**config.mk**
```make
export PLATFORM = sky130hd
export DESIGN_NAME = pulse_spacer
export DESIGN_NICKNAME = d
export VERILOG_FILES = /design/src/rtl/pulse_pkg.sv /design/src/rtl/pulse_gap_timer.sv /design/src/rtl/pulse_spacer.sv
export SDC_FILE = /design/constraint.sdc
export NUM_CORES = 1
export LEC_CHECK = 0
export CAP_MARGIN = 0
export CELL_PAD_IN_SITES_DETAIL_PLACEMENT = 0
export CELL_PAD_IN_SITES_GLOBAL_PLACEMENT = 1
export CORE_MARGIN = 2
export CORE_UTILIZATION = 39
export DETAILED_ROUTE_END_ITERATION = 7
export GPL_TIMING_DRIVEN = 0
export HOLD_SLACK_MARGIN = 0.15
export PLACE_DENSITY = 0.9
export REMOVE_ABC_BUFFERS = 1
export SKIP_LAST_GASP = 1
export SYNTH_ARGS = -nofsm -noshare
export SYNTH_HDL_FRONTEND = slang
export SYNTH_SLANG_ARGS = --single-unit
```
**constraint.sdc**
```tcl
create_clock -name clk -period 6.5 [get_ports clk]
set_clock_uncertainty 0.2 [all_clocks]
set_input_delay 1.3 -clock clk [delete_from_list [all_inputs] [get_ports clk]]
set_output_delay 1.3 -clock clk [all_outputs]
set_load 0.1 [all_outputs]
```
**src/rtl/pulse_pkg.sv**
```systemverilog
// Shared definitions for the pulse spacer: gap-timer state encodings and
// the gap counter width helper.
package pulse_pkg;

  // IDLE: gap counter is zero and a new pulse may be emitted.
  // HOLD: gap counter is non-zero and emission is blocked.
  typedef enum logic {
    PS_IDLE = 1'b0,
    PS_HOLD = 1'b1
  } ps_state_e;

  // Gap counter width: $clog2(min_gap), never below one bit.
  function automatic int unsigned gap_w(input int unsigned min_gap);
    return (min_gap <= 2) ? 1 : $clog2(min_gap);
  endfunction

endpackage

```
**src/rtl/pulse_gap_timer.sv**
```systemverilog
// Gap timer for the pulse spacer. It is loaded with MIN_GAP-1 on every
// emitted pulse and counts down to zero. No new pulse may be emitted until
// the count reaches zero.
// Ports:
//   clk        clock
//   rst        synchronous active-high reset
//   load       an emit happened this cycle (only honoured in IDLE)
//   done_c     timer idle this cycle, so an emit is allowed
//   running_c  gap count will be non-zero next cycle
module pulse_gap_timer
  import pulse_pkg::*;
#(
  parameter int unsigned MIN_GAP = 6
) (
  input  logic clk,
  input  logic rst,
  input  logic load,
  output logic done_c,
  output logic running_c
);

  localparam int unsigned GW = gap_w(MIN_GAP);
  localparam logic [GW-1:0] GAP_LOAD = GW'(MIN_GAP - 1);
  localparam logic [GW-1:0] GAP_ONE  = GW'(1);

  ps_state_e       state;
  logic [GW-1:0]   gap_cnt;

  // State and gap counter; HOLD always carries a non-zero count.
  always_ff @(posedge clk) begin
    if (rst) begin
      state   <= PS_IDLE;
      gap_cnt <= '0;
    end else begin
      case (state)
        PS_IDLE: begin
          if (load) begin
            gap_cnt <= GAP_LOAD;
            state   <= (MIN_GAP > 1) ? PS_HOLD : PS_IDLE;
          end else begin
            gap_cnt <= '0;
          end
        end
        PS_HOLD: begin
          if (gap_cnt > GAP_ONE) begin
            gap_cnt <= gap_cnt - GAP_ONE;
          end else begin
            gap_cnt <= '0;
            state   <= PS_IDLE;
          end
        end
        default: begin
          gap_cnt <= '0;
          state   <= PS_IDLE;
        end
      endcase
    end
  end

  assign done_c = (state == PS_IDLE);

  // Predicts whether gap_cnt will be non-zero after this edge.
  assign running_c = (state == PS_IDLE) ? (load && (MIN_GAP > 1))
                                        : (gap_cnt > GAP_ONE);

endmodule

```
**src/rtl/pulse_spacer.sv**
```systemverilog
// Pulse spacer: it queues bursty single-cycle events as a count and
// re-emits them as single-cycle pulses at least MIN_GAP cycles apart. The
// pulses feed a toggle-based fast-to-slow pulse synchronizer. Events that
// arrive while the queue is full are dropped, and a sticky flag records it.
// Ports:
//   clk        fast clock
//   rst        synchronous active-high reset
//   data_in    event request, one event per high cycle
//   clr_ovf    clears the sticky overflow flag (a drop in the same cycle wins)
//   pulse_out  spaced event pulse, registered
//   pending    events accepted but not yet emitted, registered
//   busy       pending or gap timer active, registered
//   overflow   sticky dropped-event flag, registered
module pulse_spacer
  import pulse_pkg::*;
#(
  parameter int unsigned MIN_GAP = 6,
  parameter int unsigned CNT_W   = 4
) (
  input  logic             clk,
  input  logic             rst,
  input  logic             data_in,
  input  logic             clr_ovf,
  output logic             pulse_out,
  output logic [CNT_W-1:0] pending,
  output logic             busy,
  output logic             overflow
);

  generate
    if (MIN_GAP < 1 || CNT_W < 1) begin : g_param_check
      $fatal(1, "pulse_spacer: MIN_GAP and CNT_W must both be >= 1");
    end
  endgenerate

  localparam logic [CNT_W-1:0] CNT_MAX = '1;

  logic             done_c;
  logic             running_c;
  logic             emit_c;
  logic             full_c;
  logic             acc_c;
  logic             drop_c;
  logic [CNT_W-1:0] pending_next_c;

  pulse_gap_timer #(
    .MIN_GAP (MIN_GAP)
  ) u_timer (
    .clk       (clk),
    .rst       (rst),
    .load      (emit_c),
    .done_c    (done_c),
    .running_c (running_c)
  );

  // Emit when the gap has elapsed and there is either a queued or a live event.
  // A live event with an empty queue bypasses the counter.
  assign emit_c = done_c && ((pending != '0) || data_in);
  assign full_c = (pending == CNT_MAX);
  // A full queue still accepts an event in a cycle that also emits one.
  assign acc_c  = data_in && !(full_c && !emit_c);
  assign drop_c = data_in && full_c && !emit_c;
  assign pending_next_c = pending + CNT_W'(acc_c) - CNT_W'(emit_c);

  // Output and bookkeeping registers.
  always_ff @(posedge clk) begin
    if (rst) begin
      pulse_out <= 1'b0;
      pending   <= '0;
      busy      <= 1'b0;
      overflow  <= 1'b0;
    end else begin
      pulse_out <= emit_c;
      pending   <= pending_next_c;
      busy      <= (pending_next_c != '0) || running_c;
      if (drop_c) begin
        overflow <= 1'b1;
      end else if (clr_ovf) begin
        overflow <= 1'b0;
      end
    end
  end

endmodule

```
==> run_1/registers.png <==
(10 px per um)
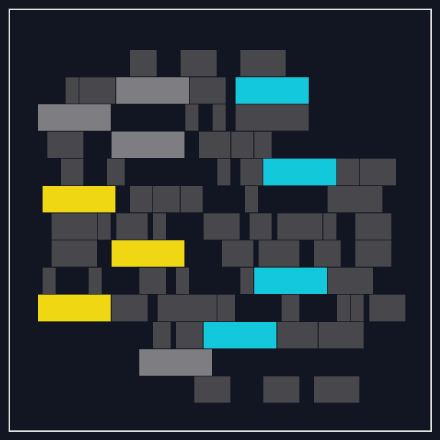
netlist name	color	flops
`u_timer.gap_cnt`	yellow	3
`pending`	cyan	4
not colored	4
Register Area: 220.2 um^2
Final Util: 0.5291

==> run_1/drive_strength.png <==
(12 px per um)
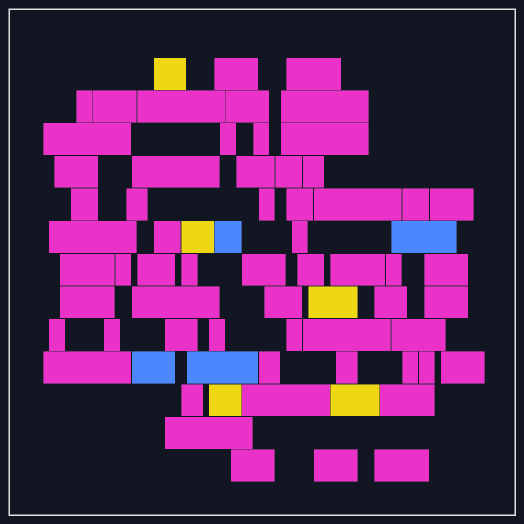
size	color	cells	share
drive 2	blue	4	5.8%
drive 3 to 4	yellow	5	7.2%
drive 1 or less	magenta	60	87%

==> run_1/wire_density.png <==
(10 px per um) The die is cut into 8 by 8 equal tiles; black is low, pale yellow is high, scaled to the fullest tile. Values are wire area over tile area, all layers added.
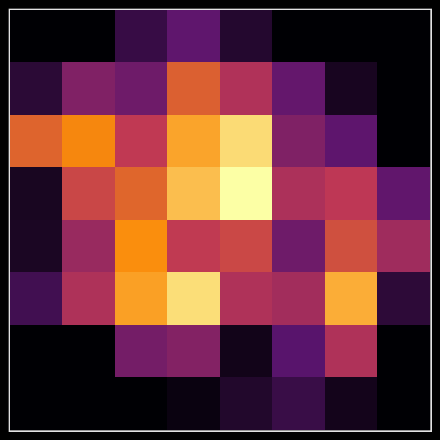
fullest tile	0.26
emptiest ninth of the die	upper right
nearly empty tiles	22%
WL final: 953 um
DR WL/cell: 11.35 um
Vias: 446
gr usage total: 0.1291

==> impl_metrics.yaml, run 1 <==
# synthesis and place-and-route metrics
placement:
  place_ws_ns: 2.573
  port_buffers: 10
  place_inst: 80
worst_setup_path:
  cpPeakStageDelay_ns: 0.48
  worstPathRequired_ns: 6.44
  critical_path.top_delay_family: "adder cells"
  worstPathArrival_ns: 3.56
timing:
  finalSetupTns_ns: 0
  rsz0062_at_grt: "false"
  maxSlewHeadroom: 0.3528
floorplanning:
  io_pins: 11
  core_area_um2: 1334
status:
  outcome: "complete, no violations"
layout:
  clk_share: 0.03723
  flops: 11
  comb_area_frac: 0.4450
  multi_input_comb_cells: 37
  dominant_cells: "logic gates"
synthesis:
  top_area_frac: 0.3902
  ys_cells: 56
grt:
  grt_first_pass_wirelength_um: 1669
  overflow: 0
  grt_pass1_vias: 415
worst_hold_path:
  min_path_cells: 1
  holdPathEnd: "u_timer.gap_cnt[0]"
  hp-start: "u_timer.gap_cnt[0]"
clock_tree:
  root_buffer: "clkbuf_4"
-- run 1: flip-flops by register name (all words and copies together), names as in the netlist --
name,cells
pending,4
u_timer.gap_cnt,3
busy,1
overflow,1
pulse_out,1
u_timer.state,1
-- run 1: how the worst max path moves through the flow --
stage,endpoint,cells past startpoint,from,slack [ns]
3_3_place_gp,busy,9,data_in,2.62
3_5_place_dp,busy,9,data_in,2.57
6_report,busy,9,data_in,2.88
2_1_floorplan,busy,10,pending[2],3.22
4_1_cts,busy,9,data_in,2.85
5_1_grt,busy,9,data_in,2.71
-- run 1: logic make-up after synthesis --
family          Yosys count  share of synthesized area
buf+inv                   8                    0.05322
simple gates             14                     0.1619
flops                    11                     0.3902
compound gates           13                     0.1730
xor+xnor                  2                    0.03105
fa+ha+maj                 8                     0.1907
-- run 1: metal layers --
metal	routed length [um]	global-route usage	up-vias
met5	0	0	-
met4	28	0.09375	0
met3	37	0.03879	3
met2	466	0.2031	10
met1	421	0.1475	210
li1	-	-	223
-- run 1: placed cells by master (no fill, tap or decap), types with 2 or more instances in the layout --
master,netlist,final
o21ai_0,4,4
clkbuf_4,0,3
nor2b_1,2,2
clkdlybuf4s50_1,0,10
dfxtp_1,11,11
xnor2_1,2,2
ha_1,7,7
o22ai_1,2,2
nor2_1,5,5
inv_1,7,7
==> run 2, diff against run 1 <==
--- a/config.mk
+++ b/config.mk
@@ -9,11 +9,11 @@
 export CELL_PAD_IN_SITES_DETAIL_PLACEMENT = 0
 export CELL_PAD_IN_SITES_GLOBAL_PLACEMENT = 1
 export CORE_MARGIN = 2
-export CORE_UTILIZATION = 39
+export CORE_UTILIZATION = 36
 export DETAILED_ROUTE_END_ITERATION = 7
 export GPL_TIMING_DRIVEN = 0
 export HOLD_SLACK_MARGIN = 0.15
-export PLACE_DENSITY = 0.9
+export PLACE_DENSITY = 0.85
 export REMOVE_ABC_BUFFERS = 1
 export SKIP_LAST_GASP = 1
 export SYNTH_ARGS = -nofsm -noshare
==> constraint.sdc (replaced) <==
create_clock -name clk -period 3.62 [get_ports clk]
set_clock_uncertainty 0.2 [all_clocks]
set_input_delay 0.724 -clock clk [delete_from_list [all_inputs] [get_ports clk]]
set_output_delay 0.724 -clock clk [all_outputs]
set_load 0.1 [all_outputs]
==> run 2 against run 1 <==
  * Routed wire length fell by 1.8%
  * Hold slack got worse by 0.0041 ns
  * Register-to-register slack got worse by 2.9 ns
==> impl_metrics.yaml, run 2 <==
# synthesis and place-and-route metrics
worst_hold_path:
  min_path_cells: 1
  hp-start: "u_timer.gap_cnt[0]"
  holdPathEnd: "u_timer.gap_cnt[0]"
worst_setup_path:
  critical_path.top_delay_family: "adder cells"
  cpPeakStageDelay_ns: 0.48
  path_cells: "clkdlybuf4s50_1 > nor4b_2 > or3_1 > o21ai_0 > ha_1 > fa_1 > xnor2_1 > o211a_1 > a41oi_2"
timing:
  maxSlewHeadroom: 0.3553
  finalSetupTns_ns: 0
  rsz0062_at_grt: "false"
layout:
  area.sequential_um2: 220.2
  layout_top_cell: "dfxtp_1"
  largest_reg_flops: 4
  top_regs: "pending x4, u_timer.gap_cnt x3"
  lay_top_cells: "dfxtp_1 (11), clkdlybuf4s50_1 (10), inv_1 (7), ha_1 (7), nor2_1 (5)"
  top_register: "pending"
placement:
  place_ws_ns: 0.3111
  port_buffers: 10
floorplanning:
  core_area_um2: 1489
  io_pins: 11
grt:
  global_route.usage.met3: 0.07500
  grt_pass1_vias: 404
  grt_first_pass_wirelength_um: 1683
  gr-usage-met2: 0.2000
  grt-busiest-layer: "met2"
  overflow: 0
  grtUsageMet1: 0.1388
detailed_routing:
  highest_layer: "met3"
  met1_length_um: 399
  met3_length_um: 60
  dr_wl_met2_um: 476
synthesis:
  ys_cells: 56
  async_flop_share: 0
  top_area_frac: 0.3902
clock_tree:
  root_buffer: "clkbuf_4"
  ctsResizeCount: 0
status:
  outcome: "complete, no violations"
run 2: cell counts in the layout (fill, tap and decap cells not counted):
No cell type changed its count.
run 2: kinds of logic after synthesis:
group	count (synthesis)	synth area share
and+or+nand+nor	14	0.1619
AOI/OAI and AO/OA	13	0.1730
DFF	11	0.3902
buffers and inverters	8	0.05322
adders and majority gates	8	0.1907
xor gates and xnor gates	2	0.03105
run 2: worst register-to-register path: stages (launching register included):
cell and delay, ns:
dfxtp_1 0.35, inv_1 0.07, ha_1 0.19, nor4b_2 0.17
or3_1 0.38, o21ai_0 0.11, ha_1 0.22, fa_1 0.44
nor2_1 0.12, o211a_1 0.16, a41oi_2 0.11
run 2: through the flow:
| step | utilization | hold slack (ns) | instances |
|---|---|---|---|
| 2_1_floorplan | - | 0.2400 | 55 |
| 3_3_place_gp | 0.4571 | 0.2595 | 81 |
| 3_5_place_dp | 0.4571 | 0.2744 | 81 |
| 4_1_cts | 0.4748 | 0.2899 | 85 |
| 5_1_grt | 0.4748 | 0.3151 | 85 |
| 6_report | 0.4748 | 0.2814 | 85 |
run 2: worst max-delay path by stage:
stage | start | to | slack, ns | depth (start not counted)
3_3_place_gp | data_in | busy | 0.30 | 9
6_report | data_in | busy | 0.56 | 9
4_1_cts | data_in | busy | 0.53 | 9
5_1_grt | data_in | busy | 0.39 | 9
2_1_floorplan | pending[2] | busy | 0.34 | 10
3_5_place_dp | data_in | busy | 0.31 | 9
run 2: area by class of cell:
cell class	count	share of cell area
Timing Repair Buffer	10	0.1416
Sequential cell	11	0.3115
Multi-Input combinational cell	37	0.4442
Inverter	7	0.03717
Tap cell	16	0.02832
Clock buffer	4	0.03717
==> run_2/wire_density.png <==
(8 px per um) The die is cut into 9 by 9 equal tiles; black is low, pale yellow is high, scaled to the fullest tile. Values are wire area over tile area, all layers added.
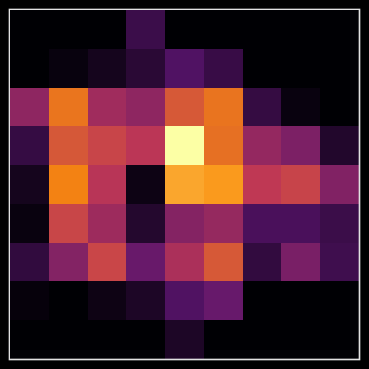
fullest tile	0.34
mean over tiles	0.078
tiles over half the peak	19%
emptiest ninth of the die	upper right
densest ninth of the die	center
nearly empty tiles	32%
gr usage total: 0.1249
WL final: 936 um
Vias: 430
DR WL/cell: 11.01 um

==> run 3, diff against run 2 <==
==> constraint.sdc (replaced) <==
create_clock -name clk -period 2.9 [get_ports clk]
set_clock_uncertainty 0.2 [all_clocks]
set_input_delay 0.58 -clock clk [delete_from_list [all_inputs] [get_ports clk]]
set_output_delay 0.58 -clock clk [all_outputs]
set_load 0.1 [all_outputs]
==> run 3 against run 2 <==
  * First-iteration DRC count unchanged
  * Via count is 0.70% higher
  * Highest routed layer unchanged
==> impl_metrics.yaml, run 3 <==
# synthesis and place-and-route metrics
layout:
  fin_cells: 86
  lay_top_cells: "dfxtp_1 (11), clkdlybuf4s50_1 (9), inv_1 (7), ha_1 (7), nor2_1 (5)"
  layout_top_cell: "dfxtp_1"
  top_regs: "pending x4, u_timer.gap_cnt x3"
  top_register: "pending"
  final_util: 0.4908
  largest_reg_flops: 4
timing:
  timing.hold.ws_ns: 0.2841
worst_setup_path:
  worstPathRequired_ns: 2.12
  critical_path.top_delay_family: "buffers and inverters"
  worstPathArrival_ns: 1.86
synthesis:
  ys_sh_xor: 0.03104
  fa_ha_area_frac: 0.1907
  async_flop_share: 0
  ys_cells: 56
  top_area_frac: 0.3902
grt:
  grt_first_pass_wirelength_um: 1718
  grt_use_total: 0.1275
  grt_pass1_vias: 414
placement:
  port_buffers: 10
  place_ws_ns: -0.2649
  place_inst: 81
floorplanning:
  io_pins: 11
clock_tree:
  root_buffer: "clkbuf_4"
detailed_routing:
  met3_length_um: 64
  dr_wl_met2_um: 500
  highest_layer: "met3"
status:
  outcome: "complete, no violations"
==> run 3: worst paths after layout <==
path              slack (ns)                  to                from
setup / recovery        0.26          pending[1]          pending[1]
hold / removal          0.28  u_timer.gap_cnt[0]  u_timer.gap_cnt[0]
setup reg to reg        0.32                busy          pending[2]
hold reg to reg         0.28  u_timer.gap_cnt[0]  u_timer.gap_cnt[0]
==> run 3: per-layer routing <==
layer / vias up / global-route usage
met5: - / 0
met4: 0 / 0.03636
met3: 0 / 0.07500
met2: 11 / 0.2059
met1: 200 / 0.1414
li1: 222 / -
==> run 3: timing repair <==
| item | 4_1_cts | 5_1_grt |
|---|---|---|
| gates cloned | 0 | 0 |
| setup buffers | 0 | 1 |
| hold buffers | 0 | 0 |
| resized | 2 | 1 |
| pin swaps | 0 | 1 |
| endpoints found under the setup margin | 1 | 1 |
==> run 3: worst reg2reg max path, cell delays in order (launching register included) <==
cell and delay [ns]:
dfxtp_1 0.35, inv_1 0.07, ha_1 0.19, nor4b_4 0.13
or3_4 0.36, o21ai_0 0.09, ha_1 0.22, fa_1 0.44
nor2_1 0.13, o211a_1 0.16, a41oi_2 0.11
==> run 3: cell families after synthesis <==
logic type / after synthesis
buffers and inverters: 8
flip-flops: 11
AND-OR/OR-AND: 13
adder cells (fa/ha/maj): 8
XOR/XNOR: 2
AND/OR/NAND/NOR: 14
==> run 3: area by class of cell <==
class	count	area (um^2)
repair buffers	11	110.1
well taps	16	20.02
inverters	7	26.28
clock buffers	4	26.28
fillers	149	758.2
flip-flops and latches	11	220.2
multi-input cells	37	327.8
==> run_3/met3.png <==
(12 px per um)
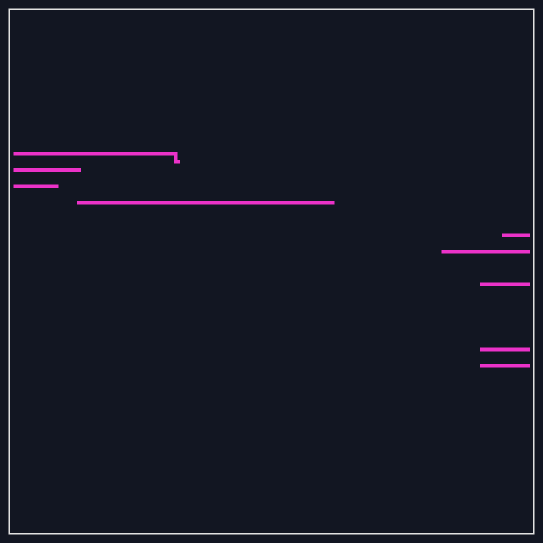
nets with wire on the layer	9
longest straight run	21.2 um
main direction	horizontal
wire length on this layer	64.8 um
share of all routed wire	6.8%
Vias: 433
WL final: 955 um
GRT met3 Usage: 0.07500


==> gallery <==
Clock nets.
Plate I
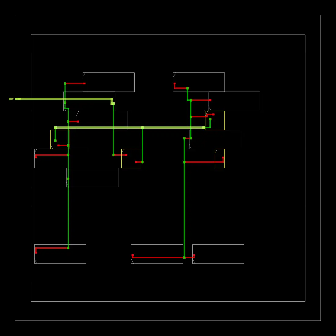
Plate II
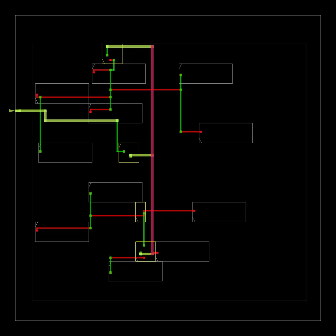
| from | picture |
|---|---|
| run 3 | Plate I |
| run 1 | Plate II |

